Fig. 1: run 1, where the registers sit
The bar under the picture is 20 µm long. Other sequential cells in the stronger grey, the rest of the logic in the fainter grey.
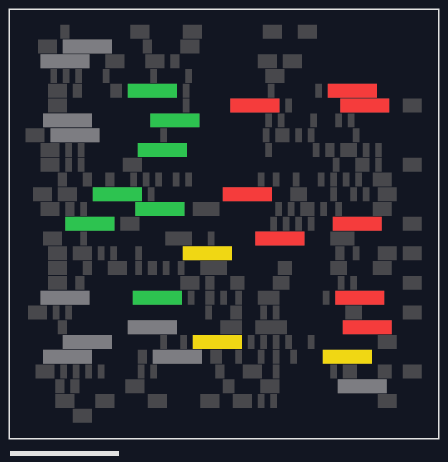
Fig. 2: run 1, clock routing
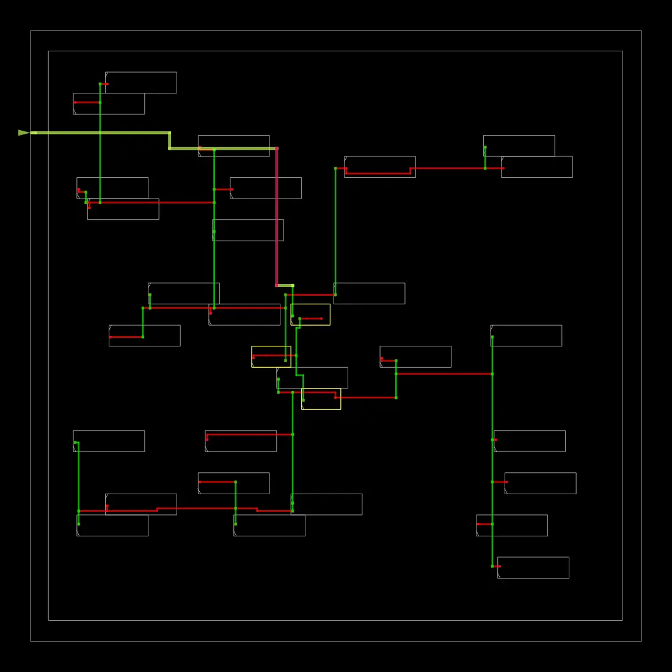
Fig. 3: run 1, drive-strength map
The bar under the picture is 20 µm long.
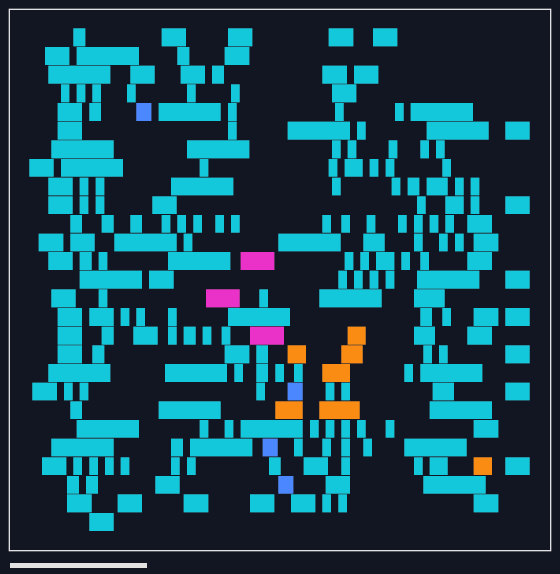
Fig. 4: run 1, nets reached from selected ports
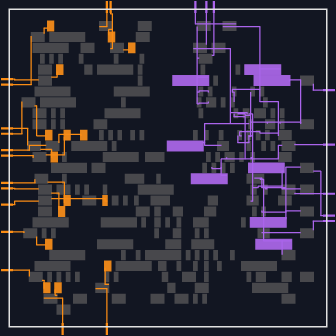
## config.mk

```make
export PLATFORM = sky130hd
export DESIGN_NAME = instr_fetch
export DESIGN_NICKNAME = d
export VERILOG_FILES = /design/src/rtl/instr_fetch.sv
export SDC_FILE = /design/constraint.sdc
export NUM_CORES = 1
export LEC_CHECK = 0
export ABC_AREA = 1
export CAP_MARGIN = 25
export CELL_PAD_IN_SITES_DETAIL_PLACEMENT = 1
export CELL_PAD_IN_SITES_GLOBAL_PLACEMENT = 2
export CORE_MARGIN = 2
export CORE_UTILIZATION = 25
export CTS_BUF_LIST = sky130_fd_sc_hd__clkbuf_8 sky130_fd_sc_hd__clkbuf_16
export CTS_CLUSTER_DIAMETER = 150
export DETAILED_ROUTE_END_ITERATION = 10
export GPL_ROUTABILITY_DRIVEN = 0
export PLACE_DENSITY_LB_ADDON = 0.1
export SLEW_MARGIN = 20
export SYNTH_ARGS = -nofsm -noshare
export SYNTH_HDL_FRONTEND = slang
export SYNTH_SLANG_ARGS = --single-unit
```

## constraint.sdc

```tcl
create_clock -name clk -period 3.18 [get_ports clk]
set_clock_uncertainty 0.15 [all_clocks]
set_input_delay 0.636 -clock clk [delete_from_list [all_inputs] [get_ports clk]]
set_output_delay 0.636 -clock clk [all_outputs]
set_load 0.03 [all_outputs]
```

## src/rtl/instr_fetch.sv

```systemverilog
// Instruction sequencer: owns the PC, fetches from a 1-cycle synchronous instruction
// memory and issues opcode/literal pairs to the decoder with a one-cycle qualifier.
module instr_fetch #(
  parameter int unsigned PC_W        = 8,
  parameter int unsigned INSTR_W     = 15,
  parameter logic [6:0]  HALT_OPCODE = 7'b1111111
) (
  input  logic               clk,
  input  logic               rst_n,
  input  logic               run,
  input  logic               step,
  input  logic               stall,
  output logic               mem_rd_en,
  output logic [PC_W-1:0]    mem_addr,
  input  logic [INSTR_W-1:0] mem_rdata,
  output logic [6:0]         opcode,
  output logic [7:0]         k8,
  output logic               instr_valid,
  output logic [PC_W-1:0]    pc,
  output logic               halted
);

  localparam int unsigned OP_W = 7;
  localparam int unsigned K_W  = 8;

  typedef enum logic [2:0] {
    S_IDLE,
    S_FETCH,
    S_WAIT,
    S_ISSUE,
    S_HALT
  } state_t;

  state_t state_q;
  state_t state_d;
  logic   issue_c;

  // Next-state and issue qualifier; stall can only be honoured combinationally in ISSUE
  always_comb begin
    state_d = state_q;
    issue_c = 1'b0;
    case (state_q)
      S_IDLE: begin
        if (run || step) state_d = S_FETCH;
      end
      S_FETCH: state_d = S_WAIT;
      S_WAIT:  state_d = S_ISSUE;
      S_ISSUE: begin
        if (opcode == HALT_OPCODE) begin
          state_d = S_HALT;
        end else if (!stall) begin
          issue_c = 1'b1;
          state_d = run ? S_FETCH : S_IDLE;
        end
      end
      S_HALT:  state_d = S_HALT;
      default: state_d = S_IDLE;
    endcase
  end

  always_ff @(posedge clk or negedge rst_n) begin
    if (!rst_n) begin
      state_q   <= S_IDLE;
      mem_rd_en <= 1'b0;
      opcode    <= '0;
      k8        <= '0;
      pc        <= '0;
      halted    <= 1'b0;
    end else begin
      state_q   <= state_d;
      mem_rd_en <= (state_d == S_FETCH);
      if (state_q == S_WAIT) begin
        opcode <= mem_rdata[K_W +: OP_W];
        k8     <= mem_rdata[K_W-1:0];
      end
      if (issue_c) pc <= pc + PC_W'(1);
      if (state_d == S_HALT) halted <= 1'b1;
    end
  end

  assign instr_valid = issue_c;
  assign mem_addr    = pc;

endmodule

```

==> summary.log, run 1 <==
qor: clock_network.cts-resized-gates 0
qor: global_route.grt_first_pass_wirelength 6058 µm
qor: min_path.hold-path-endpoint k8[7]$_DFFE_PN0N_
qor: global_route.top_usage_layer met2
qor: logic_synthesis.synth-cells-yosys 174
qor: pwr.power.clock.total 0.191 mW
qor: detailed_routing.drt_first_pass_iters 2
qor: worst_setup_path.crit_path_frequent_cell clkdlybuf4s50_1
qor: detailed_routing.detail_route.drc_violations 0
qor: logic_synthesis.synthAoiAreaFrac 1.073%
qor: logic_synthesis.synth_largest_type_area_fraction 50.09%
qor: pwr.power_frac_comb 6.7%
qor: flow_run.timing.max_cap.violations 0
qor: clock_network.htree_num_levels 1
qor: timing.setup_repair_after_global_routing_missed_its_margin no
qor: detailed_routing.antenna_left 0
qor: logic_synthesis.number_of_enable_type_register_cells_in_the_synthesized_netlist 0
qor: floorplan.fp_density 25.72%
qor: layout.final_layout_size_suffix_gt1_share 6.335%
qor: worst_setup_path.critical_path_class in2out
qor: global_route.grt_max_degree 29
qor: placed_design.numPlacedInstances 290
qor: clock_network.cts_tree yes
qor: min_path.hold_path.class reg2reg
qor: pwr.report.power.total 0.5875 mW
qor: worst_setup_path.critical_path.max_stage_delay 0.67 ns
qor: flow_run.warnings 26
qor: logic_synthesis.synthTopCellsByArea dfrtp_1 50%, nand2_1 20%, nand3_1 6.1%
qor: placed_design.portBuffers 53
qor: floorplan.dieWidth 78.80 µm
qor: detailed_routing.drt_wl_total 3507 µm
qor: pwr.part_of_the_total_power_dissipated_in_sequential_elements 60.7%
qor: worst_setup_path.critical_path.top_delay_family buffers and inverters
qor: logic_synthesis.mappedNetlistNets 195
qor: timing.layout_min_cycle_time 2.992 ns
qor: worst_setup_path.timing.rr.start state_q[2]$_DFF_PN0_
qor: worst_setup_path.critical_path_buf_inv_count 3
qor: logic_synthesis.ff_type dfrtp_1
qor: worst_setup_path.critPathRequiredTime 2.39 ns
qor: global_route.grt_use_met1 14.72%
qor: global_route.global_route.usage.total 12.17%
qor: global_route.grt_use_met2 21.71%
qor: placed_design.place.detailed.hpwl 2672 µm
qor: pwr.static-leakage-power 0.9455 nW
qor: clock_network.worst_setup_hold_path_clk_slew 0.09 ns
qor: pwr.largestPowerGroup sequential cells
qor: pwr.power_per_cell_area 293.8 nW/µm²
qor: timing.timing_max_transition_violations_final 0
qor: pwr.seq_power 0.357 mW
qor: detailed_routing.routed_wire_length_per_instance 11.97 µm
qor: pwr.power.switching_fraction 20.84%
qor: logic_synthesis.simple_gate_fraction_of_synth_area 36.14%
qor: detailed_routing.vias_per_cell 4.280
qor: detailed_routing.routed-wl-met2 1781 µm
qor: detailed_routing.m1WireLength 1480 µm
qor: floorplan.die_height 78.80 µm
qor: logic_synthesis.synth.cell_area 1399 µm²
qor: timing.timing.final.ws_setup 0.1878 ns
qor: detailed_routing.highest_layer met4
qor: logic_synthesis.postSynthAreaPerCell 8.039 µm²
qor: logic_synthesis.synth_top_cell_by_count nand2_1
qor: logic_synthesis.synthTopCellsByCount 76 x nand2_1, 28 x dfrtp_1, 17 x nand3_1
qor: floorplan.dieArea 6209 µm²
qor: detailed_routing.met3WireLength 227 µm
qor: worst_setup_path.critical_path_peak_fanout 7
qor: logic_synthesis.synth-area-yosys 1399 µm²
qor: placed_design.placement.setup.worst_slack 0.1756 ns
qor: min_path.hold_path_depth 2
qor: pwr.p_switching 0.1224 mW
qor: logic_synthesis.synthesis_stage_register_bit_count 28
qor: logic_synthesis.synth_warnings 0
qor: pwr.combinational_power 0.0394 mW
qor: worst_setup_path.crit_path_cell_trace clkdlybuf4s50_1 -> nor3_4 -> nand2_4 -> clkinv_4 -> clkdlybuf4s50_1
qor: global_route.vias_in_the_first_global_route 1,352
qor: logic_synthesis.post_synthesis_xor_xnor_area_fraction 2.504%
qor: timing.setup_violations 0
qor: timing.finalHoldViolCount 0
qor: worst_setup_path.cp-start-kind input pin
qor: pwr.power_frac_clock 32.6%
qor: logic_synthesis.async_reset_ff_share 100.0%
qor: timing.hold_slack 0.3311 ns
qor: clock_network.ctsLongestPathBuffers 2
qor: floorplan.number_of_top_level_pins 54
qor: layout.nets 244
qor: global_route.globalRoute.totalOverflow 0
qor: logic_synthesis.yosysUniqueCellTypes 21
qor: timing.post_layout_period_usage_of_the_worst_path 94.10%
qor: detailed_routing.route.vias.total 1,254
qor: logic_synthesis.largest_area_cell dfrtp_1
qor: logic_synthesis.fa_ha_area_share 0.8945%
qor: clock_network.post_cts.repair.setup_buffers 0
qor: timing.worstMarginPinSlew 0.3841 ns
qor: timing.max_freq 334.2 MHz
qor: timing.accumulated_negative_setup_slack 0 ns
qor: worst_setup_path.setup.worst_path.start stall
qor: floorplan.std_cell_rows 27
qor: min_path.holdCritStartpoint k8[7]$_DFFE_PN0N_
qor: layout.num_antenna_cells 0
qor: worst_setup_path.kind_of_end_point_of_the_critical_path primary output
qor: global_route.grt_antenna_before_repair 0
qor: worst_setup_path.timing.critical_path.to instr_valid
qor: global_route.met3_usage 3.182%
qor: worst_setup_path.r2r_cells 4
qor: floorplan.fp.coreArea 5439 µm²
qor: logic_synthesis.seq_area_frac_synth 50.09%
qor: pwr.power_report.internal_total 0.4651 mW
qor: worst_setup_path.regToRegSetupSlack 1.55 ns
qor: outcome.outcome complete, no violations
qor: worst_setup_path.cpMaxStageDelayCell clkdlybuf4s50_1
qor: clock_network.cts_hold_buf 0
qor: worst_setup_path.destination_of_the_worst_register_to_register_timing_path opcode[5]$_DFFE_PN0N_
qor: layout.finalNonFillerCells 293
qor: placed_design.detailed_place.area 1958 µm²
qor: logic_synthesis.post_synthesis_mux_area_share 0%
qor: detailed_routing.detailedRoute.firstIterationViolations 43
qor: timing.worst_slew_margin_rel 74.33%
qor: clock_network.cts_root_buf clkbuf_8
qor: logic_synthesis.yosys-dominant-comb-family simple AND/OR/NAND/NOR gates
qor: worst_setup_path.critical_path_cell_count 5
qor: worst_setup_path.critical_path_arrival 2.21 ns
qor: logic_synthesis.syn_inst 174
qor: pwr.max-vdd-ir-drop 131.4 µV
-- Fig. 1 (at the start) --
name in the netlist	colour	flops
mem_addr	red	8
opcode	green	7
state_q	yellow	3
not coloured	10
Post-Route Utilization: 36.76%
FF/Latch Area: 700.7 µm²
sequential fraction of total cell area: 35.04%

-- Fig. 2 (at the start) --
CTS sink count: 28
number of buffers created by CTS: 3
sequential cell count: 28
clock buffers: 3
insertion delay to the later sink of the worst-skew pair: 0.27 ns

-- Fig. 3 (at the start) --
size	colour	cells
_3 and _4 cells	orange	7
_6 and larger	magenta	3
_0 and _1 cells	cyan	207
_2 cells	blue	4
post-route cell area: 1999 µm²
Non-clk bufs: 56
growth of design area from synthesis to finish: 42.93%

-- Fig. 4 (at the start) --
port	colour	direction	end cells	buffers	wire
pc	purple	output	8	8	427 µm
mem_rdata	orange	input	15	15	211 µm

run 1: cell usage in the layout, fill, tap and decap left out:
cell             instances
nor2_4                   1
inv_1                   10
o21ai_0                  1
or2_2                    1
clkbuf_8                 3
clkinv_4                 1
clkdlybuf4s50_1         53
nor2_1                  11
xnor2_1                  2
o21ai_1                  1
a21oi_1                  1
nand2_4                  1
nand2_2                  3
xor2_1                   2
nor3_4                   1
nand2_1                 76
nand3b_1                 4
buf_4                    3
ha_1                     1
nand3_1                 17
dfrtp_1                 28
run 1: layout make-up:
type,count,area [µm²]
inverter,11,46.29
tap,72,90.09
timing repair buffer,56,553.0
fill,664,3440
sequential,28,700.7
clock buffer,3,41.29
multi-input combinational,123,568.0
Fig. 5: run 1, signal wires by layer
The bar under the picture is 20 µm long.
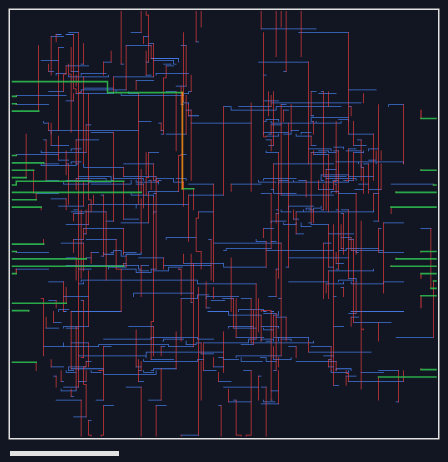

--- run 2 (diff from run 1) ---
- CORE_MARGIN: 2 -> 4
Fig. 6: run 2, signal wires by layer
The bar under the picture is 20 µm long.
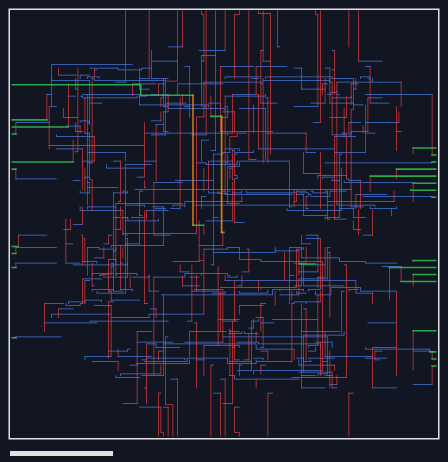
layer	colour	wire length
metal 2	red	1,920 µm
metal 3	green	146 µm
metal 1	blue	1,840 µm
metal 4	orange	47.6 µm

==> run 2 against run 1 <==
  * Wire length up 13%
  * Final cell count shrank 0.34%
  * Power grew 17%
  * Combinational power barely moved
  * Sequential cell count stayed put
  * Via count rose by 0.40%
  * Sequential share of layout area down 0.48 points
  * First-iteration DRC count increased by 16%
  * Hold slack improved by 0.0013 ns
  * Core utilization rose by 1.7 points
==> summary.log, run 2 <==
qor: placed_design.place.detailed.hpwl 2969 µm [+11%]
qor: worst_setup_path.timing.rr.start state_q[2]$_DFF_PN0_
qor: detailed_routing.drt_wl_total 3956 µm [+13%]
qor: floorplan.die_height 82.80 µm [+5.1%]
qor: flow_run.timing.max_cap.violations 0 [unchanged]
qor: pwr.power_frac_clock 42.2% [+9.6 points]
qor: clock_network.cts_root_buf clkbuf_8
qor: pwr.report.power.total 0.6861 mW [+17%]
qor: logic_synthesis.largest_area_cell dfrtp_1
qor: layout.lay_top_cells 76 x nand2_1, 53 x clkdlybuf4s50_1, 28 x dfrtp_1
qor: floorplan.dieArea 6856 µm² [+10%]
qor: timing.timing_max_transition_violations_final 0 [unchanged]
qor: worst_setup_path.cpMaxStageDelayCell clkdlybuf4s50_1
qor: global_route.global_route.usage.total 11.99% [-0.18 points]
qor: layout.syn_to_final_growth 44.90%
qor: logic_synthesis.async_reset_ff_share 100.0% [unchanged]
qor: worst_setup_path.cp-start-kind input pin
qor: global_route.grt_use_met1 15.64% [+0.92 points]
qor: logic_synthesis.seq_area_frac_synth 50.09% [unchanged]
qor: global_route.globalRoute.totalOverflow 0 [unchanged]
qor: global_route.top_usage_layer met2
qor: clock_network.worst_setup_hold_path_clk_slew 0.11 ns [+0.02 ns]
qor: timing.accumulated_negative_setup_slack 0 ns [unchanged]
qor: layout.num_antenna_cells 0 [unchanged]
qor: pwr.power.switching_fraction 19.97% [-0.86 points]
qor: logic_synthesis.yosysUniqueCellTypes 21 [unchanged]
qor: worst_setup_path.crit_path_cell_trace clkdlybuf4s50_1 -> nor3_4 -> nand2_4 -> clkinv_4 -> clkdlybuf4s50_1
qor: floorplan.number_of_top_level_pins 54 [unchanged]
qor: logic_synthesis.number_of_enable_type_register_cells_in_the_synthesized_netlist 0 [unchanged]
qor: logic_synthesis.mappedNetlistNets 195 [unchanged]
qor: logic_synthesis.syn_inst 174 [unchanged]
qor: pwr.static-leakage-power 0.9596 nW [+1.5%]
qor: worst_setup_path.critical_path_cell_count 5 [unchanged]
qor: worst_setup_path.critical_path.top_delay_family buffers and inverters
qor: layout.finalNonFillerCells 292 [-0.34%]
qor: worst_setup_path.destination_of_the_worst_register_to_register_timing_path opcode[5]$_DFFE_PN0N_
qor: detailed_routing.highest_layer met4
qor: detailed_routing.vias_per_cell 4.312 [+0.74%]
qor: pwr.power_per_cell_area 338.5 nW/µm² [+15%]
qor: worst_setup_path.r2r_cells 4 [unchanged]
qor: worst_setup_path.regToRegSetupSlack 1.56 ns [about the same]
qor: pwr.power_report.internal_total 0.5490 mW [+18%]
qor: logic_synthesis.synth-cells-yosys 174 [unchanged]
qor: logic_synthesis.synth.cell_area 1399 µm² [unchanged]
qor: pwr.power_frac_comb 5.8% [-0.9 points]
qor: floorplan.fp.coreArea 5270 µm² [-3.1%]
qor: logic_synthesis.synth-area-yosys 1399 µm² [unchanged]
qor: global_route.grt_max_degree 29 [unchanged]
qor: timing.timing.final.ws_setup 0.1750 ns [-0.01281 ns]
qor: clock_network.htree_num_levels 1 [unchanged]
qor: detailed_routing.m1WireLength 1838 µm [+24%]
qor: detailed_routing.antenna_left 0 [unchanged]
qor: clock_network.tritoncts.num_buffers 3 [unchanged]
qor: timing.max_freq 332.8 MHz [-0.43%]
qor: layout.lay_top_count nand2_1
qor: placed_design.portBuffers 53 [unchanged]
qor: detailed_routing.met3WireLength 145 µm [-36%]
qor: floorplan.fp_density 26.54% [+0.82 points]
qor: clock_network.post_cts.repair.setup_buffers 0 [unchanged]
qor: clock_network.cts_hold_buf 0 [unchanged]
qor: min_path.holdCritStartpoint k8[5]$_DFFE_PN0N_
qor: worst_setup_path.critical_path.max_stage_delay 0.67 ns [about the same]
qor: layout.nets 244 [unchanged]
qor: clock_network.cts_tree yes
qor: worst_setup_path.critPathRequiredTime 2.39 ns [about the same]
qor: pwr.part_of_the_total_power_dissipated_in_sequential_elements 52.0% [-8.7 points]
qor: detailed_routing.drt_first_pass_iters 4 [+2]
qor: logic_synthesis.ff_type dfrtp_1
qor: placed_design.detailed_place.area 1956 µm² [-0.13%]
qor: pwr.seq_power 0.357 mW [about the same]
qor: layout.post-route-cell-area 2027 µm² [+1.4%]
qor: min_path.hold_path_depth 2 [unchanged]
qor: timing.worst_slew_margin_rel 74.38% [about the same]
qor: detailed_routing.routed-wl-met2 1924 µm [+8.0%]
qor: global_route.grt_antenna_before_repair 0 [unchanged]
qor: layout.final_layout_size_suffix_gt1_share 6.757% [+0.42 points]
qor: detailed_routing.detail_route.drc_violations 0 [unchanged]
qor: clock_network.ctsLongestPathBuffers 2 [unchanged]
qor: detailed_routing.detailedRoute.firstIterationViolations 50 [+16%]
qor: logic_synthesis.synth_largest_type_area_fraction 50.09% [unchanged]
qor: worst_setup_path.critical_path_peak_fanout 7 [unchanged]
qor: logic_synthesis.synthTopCellsByCount 76 x nand2_1, 28 x dfrtp_1, 17 x nand3_1
qor: logic_synthesis.synth_top_cell_by_count nand2_1
qor: pwr.max-vdd-ir-drop 153.3 µV [+17%]
qor: timing.setup_repair_after_global_routing_missed_its_margin no
qor: worst_setup_path.critical_path_class in2out
qor: worst_setup_path.critical_path_buf_inv_count 3 [unchanged]
qor: outcome.outcome complete, no violations
qor: worst_setup_path.kind_of_end_point_of_the_critical_path primary output
Fig. 7: run 2, clock routing
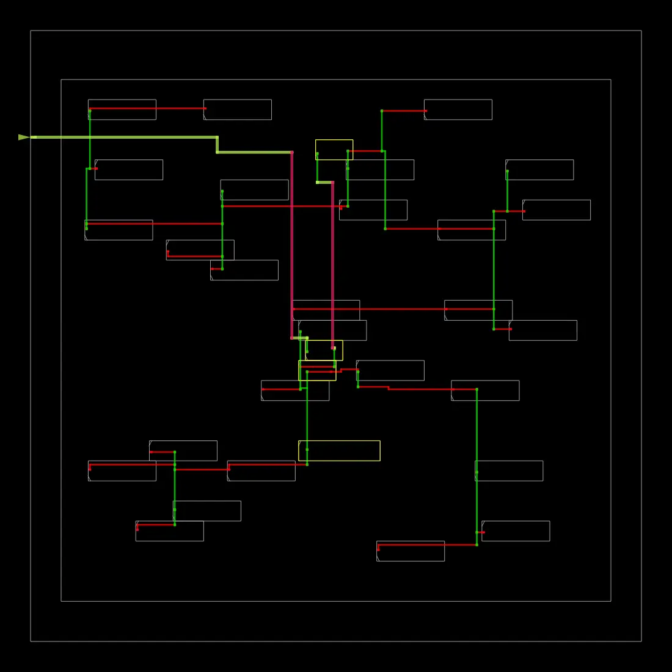
Power Clock: 0.290 mW
insertion delay to the later sink of the worst-skew pair: 0.28 ns

## run 2: layout make-up
type | instances | area [µm²] | share of cell area (%)
flip-flops and latches | 28 | 700.7 | 34.57
multi-input cells | 123 | 568.0 | 28.02
repair buffers | 56 | 553.0 | 27.28
well taps | 70 | 87.58 | 4.321
inverters | 11 | 46.29 | 2.284
clock buffers | 3 | 41.29 | 2.037
clock inverters | 1 | 30.03 | 1.481
## run 2: cell families (layout without fill, tap and decap cells)
| logic type | Yosys count | in the layout | share of synthesized area, % |
|---|---|---|---|
| and+or+nand+nor | 115 | 115 | 36.14 |
| DFF | 28 | 28 | 50.09 |
| buffers and inverters | 23 | 71 | 9.302 |
| xor gates and xnor gates | 4 | 4 | 2.505 |
| AOI/OAI and AO/OA | 3 | 3 | 1.072 |
| adders and majority gates | 1 | 1 | 0.8943 |
--- run 3 (diff from run 2) ---
- ABC_CLOCK_PERIOD_IN_PS: unset -> 3180
Fig. 8: run 3, signal wires by layer
The bar under the picture is 20 µm long.
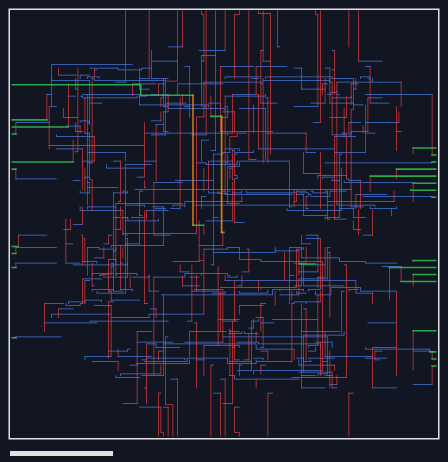
layer	colour	wire length
metal 4	orange	47.6 µm
metal 2	red	1,920 µm
metal 1	blue	1,840 µm
metal 3	green	146 µm

==> run 3 against run 2 <==
  * Sequential power hardly changed
  * First-iteration DRC count unchanged
  * Sequential cell count stayed put
  * Combinational power barely moved
  * Synthesized cell count stayed put
  * Wire length is the same
  * Critical path depth unchanged
  * Hold slack stayed put
  * Design area is the same
  * Critical path type unchanged
  * Largest cell class unchanged
  * Highest routed layer unchanged
==> summary.log, run 3 <==
qor: global_route.grt_antenna_before_repair 0 [unchanged]
qor: detailed_routing.detailedRoute.firstIterationViolations 50 [unchanged]
qor: pwr.report.power.total 0.6861 mW [unchanged]
qor: floorplan.number_of_top_level_pins 54 [unchanged]
qor: timing.timing_max_transition_violations_final 0 [unchanged]
qor: clock_network.tritoncts.num_buffers 3 [unchanged]
qor: logic_synthesis.ff_type dfrtp_1
qor: detailed_routing.drt_first_pass_iters 4 [unchanged]
qor: worst_setup_path.crit_path_frequent_cell clkdlybuf4s50_1
qor: layout.post-route-cell-area 2027 µm² [unchanged]
qor: worst_setup_path.cp-start-kind input pin
qor: timing.post_layout_period_usage_of_the_worst_path 94.50%
qor: floorplan.floorplan.tapcells 70 [unchanged]
qor: layout.clock_tree_area_fraction 3.519% [unchanged]
qor: layout.final-nonclk-buf-share 27.28% [unchanged]
qor: detailed_routing.detail_route.drc_violations 0 [unchanged]
qor: worst_setup_path.critical_path.top_delay_family buffers and inverters
qor: worst_setup_path.timing.critical_path.to instr_valid
qor: placed_design.place.detailed.hpwl 2969 µm [unchanged]
qor: clock_network.worst_setup_hold_path_clk_slew 0.11 ns [about the same]
qor: logic_synthesis.synth-cells-yosys 174 [unchanged]
qor: clock_network.htree_num_levels 1 [unchanged]
qor: layout.nNonClkBuffers 56 [unchanged]
qor: timing.hold_slack 0.3324 ns
qor: layout.area.share.combinational 28.02% [unchanged]
qor: logic_synthesis.synthesis_stage_register_bit_count 28
qor: clock_network.cts_tree yes
qor: layout.num_antenna_cells 0 [unchanged]
qor: floorplan.dieWidth 82.80 µm
qor: floorplan.die_height 82.80 µm [unchanged]
qor: timing.accumulated_negative_setup_slack 0 ns [unchanged]
qor: logic_synthesis.mappedNetlistNets 195 [unchanged]
qor: logic_synthesis.synthTopCellsByCount 76 x nand2_1, 28 x dfrtp_1, 17 x nand3_1
qor: outcome.outcome complete, no violations
qor: detailed_routing.drt_wl_total 3956 µm [unchanged]
qor: layout.final_layout_size_suffix_gt1_share 6.757% [unchanged]
qor: worst_setup_path.timing.rr.start state_q[2]$_DFF_PN0_
qor: logic_synthesis.synth_top_cell_by_count nand2_1
qor: layout.finalNonFillerCells 292 [unchanged]
qor: placed_design.detailed_place.area 1956 µm² [unchanged]
qor: layout.lay_top_count nand2_1
qor: clock_network.post_cts.repair.setup_buffers 0 [unchanged]
qor: clock_network.ctsLongestPathBuffers 2 [unchanged]
qor: detailed_routing.routed_wire_length_per_instance 13.55 µm
qor: flow_run.timing.max_cap.violations 0 [unchanged]
qor: worst_setup_path.cpMaxStageDelayCell clkdlybuf4s50_1
qor: worst_setup_path.critPathRequiredTime 2.39 ns [about the same]
qor: logic_synthesis.synth.cell_area 1399 µm² [unchanged]
qor: logic_synthesis.synth_largest_type_area_fraction 50.09% [unchanged]
qor: clock_network.cts_hold_buf 0 [unchanged]
qor: pwr.max-vdd-ir-drop 153.3 µV [unchanged]
qor: worst_setup_path.critical_path_buf_inv_count 3 [unchanged]
qor: logic_synthesis.synth-area-yosys 1399 µm² [unchanged]
qor: worst_setup_path.critical_path_class in2out
qor: min_path.hold_path_depth 2 [unchanged]
qor: pwr.power_per_cell_area 338.5 nW/µm² [unchanged]
qor: worst_setup_path.critical_path_cell_count 5 [unchanged]
qor: worst_setup_path.r2r_cells 4 [unchanged]
qor: layout.count_of_multi_input_gates 123 [unchanged]
qor: layout.lay_top_cells 76 x nand2_1, 53 x clkdlybuf4s50_1, 28 x dfrtp_1
qor: layout.inv_count 11 [unchanged]
qor: layout.final.fill_count 632
qor: logic_synthesis.syn_inst 174 [unchanged]
qor: worst_setup_path.kind_of_end_point_of_the_critical_path primary output
qor: floorplan.fp_density 26.54% [unchanged]
qor: logic_synthesis.seq_area_frac_synth 50.09% [unchanged]
qor: global_route.grt_max_degree 29 [unchanged]
qor: clock_network.worstSkewPairLatency 0.28 ns [about the same]
qor: logic_synthesis.async_reset_ff_share 100.0% [unchanged]
qor: floorplan.fp.coreArea 5270 µm² [unchanged]
qor: worst_setup_path.critical_path.max_stage_delay 0.67 ns [about the same]
qor: worst_setup_path.critical_path_arrival 2.22 ns
qor: placed_design.portBuffers 53 [unchanged]
qor: global_route.globalRoute.totalOverflow 0 [unchanged]
qor: logic_synthesis.yosysUniqueCellTypes 21 [unchanged]
qor: global_route.global_route.usage.total 11.99% [unchanged]
qor: layout.clock_buffers 3 [unchanged]
qor: floorplan.dieArea 6856 µm² [unchanged]
qor: layout.layout.sequential_cells 28 [unchanged]
qor: detailed_routing.antenna_left 0 [unchanged]
qor: layout.nets 244 [unchanged]
qor: clock_network.cts_root_buf clkbuf_8
qor: logic_synthesis.largest_area_cell dfrtp_1
qor: timing.setup_violations 0
qor: global_route.vias_in_the_first_global_route 1,371
qor: pwr.static-leakage-power 0.9596 nW [unchanged]
qor: worst_setup_path.regToRegSetupSlack 1.56 ns [about the same]
qor: flow_run.warnings 26
qor: layout.area_dominant_cell_class_after_layout sequential cells
qor: timing.max_freq 332.8 MHz [unchanged]
qor: worst_setup_path.critical_path_peak_fanout 7 [unchanged]
qor: detailed_routing.vias_per_cell 4.312 [unchanged]
qor: layout.mi_logic_area 568.0 µm² [unchanged]
qor: logic_synthesis.postSynthAreaPerCell 8.039 µm²
qor: layout.area.share.sequential 34.57% [unchanged]
qor: placed_design.placement.setup.worst_slack 0.1668 ns
qor: min_path.holdCritStartpoint k8[5]$_DFFE_PN0N_
qor: detailed_routing.route.vias.total 1,259
qor: layout.seq_area 700.7 µm² [unchanged]
qor: placed_design.numPlacedInstances 288
qor: logic_synthesis.number_of_enable_type_register_cells_in_the_synthesized_netlist 0 [unchanged]
qor: layout.syn_to_final_growth 44.90% [unchanged]
qor: worst_setup_path.destination_of_the_worst_register_to_register_timing_path opcode[5]$_DFFE_PN0N_
qor: timing.worst_slew_margin_rel 74.38% [unchanged]
qor: worst_setup_path.setup.worst_path.start stall
qor: clock_network.cts_sink_count 28
qor: timing.setup_repair_after_global_routing_missed_its_margin no
qor: timing.timing.final.ws_setup 0.1750 ns [unchanged]
qor: worst_setup_path.crit_path_cell_trace clkdlybuf4s50_1 -> nor3_4 -> nand2_4 -> clkinv_4 -> clkdlybuf4s50_1
qor: timing.worstMarginPinSlew 0.3834 ns
Fig. 9: run 3, nets reached from selected ports
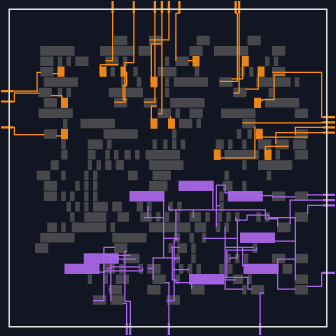
port	colour	direction	end cells	buffers	wire
mem_rdata	orange	input	15	15	392 µm
pc	purple	output	8	8	477 µm

run 3: worst reg2reg max path: cells and delay by family (launching register included):
kind	cells	cell delay, ns
flip-flops	1	0.49
AND/OR/NAND/NOR	3	0.82
AND-OR/OR-AND	1	0.05
run 3: cell families after synthesis:
group	synth area share, %
xor gates and xnor gates	2.505
buffers and inverters	9.302
and+or+nand+nor	36.14
DFF	50.09
AOI/OAI and AO/OA	1.072
adders and majority gates	0.8943
run 3: routing by layer:
metal | part of all wire (%) | vias to the layer above | GRT usage [%]
met5 | 0 | - | 0
met4 | 1.2 | 0 | 3.715
met3 | 3.7 | 4 | 2.178
met2 | 49 | 30 | 20.12
met1 | 46 | 600 | 15.64
li1 | - | 625 | -
run 3: where the power goes:
part,switching [mW],internal [mW]
clock,0.121,0.169
sequential,0.000313,0.356
combinational,0.0159,0.0238
No activity file was given, so power comes from the tool's default toggle rates.
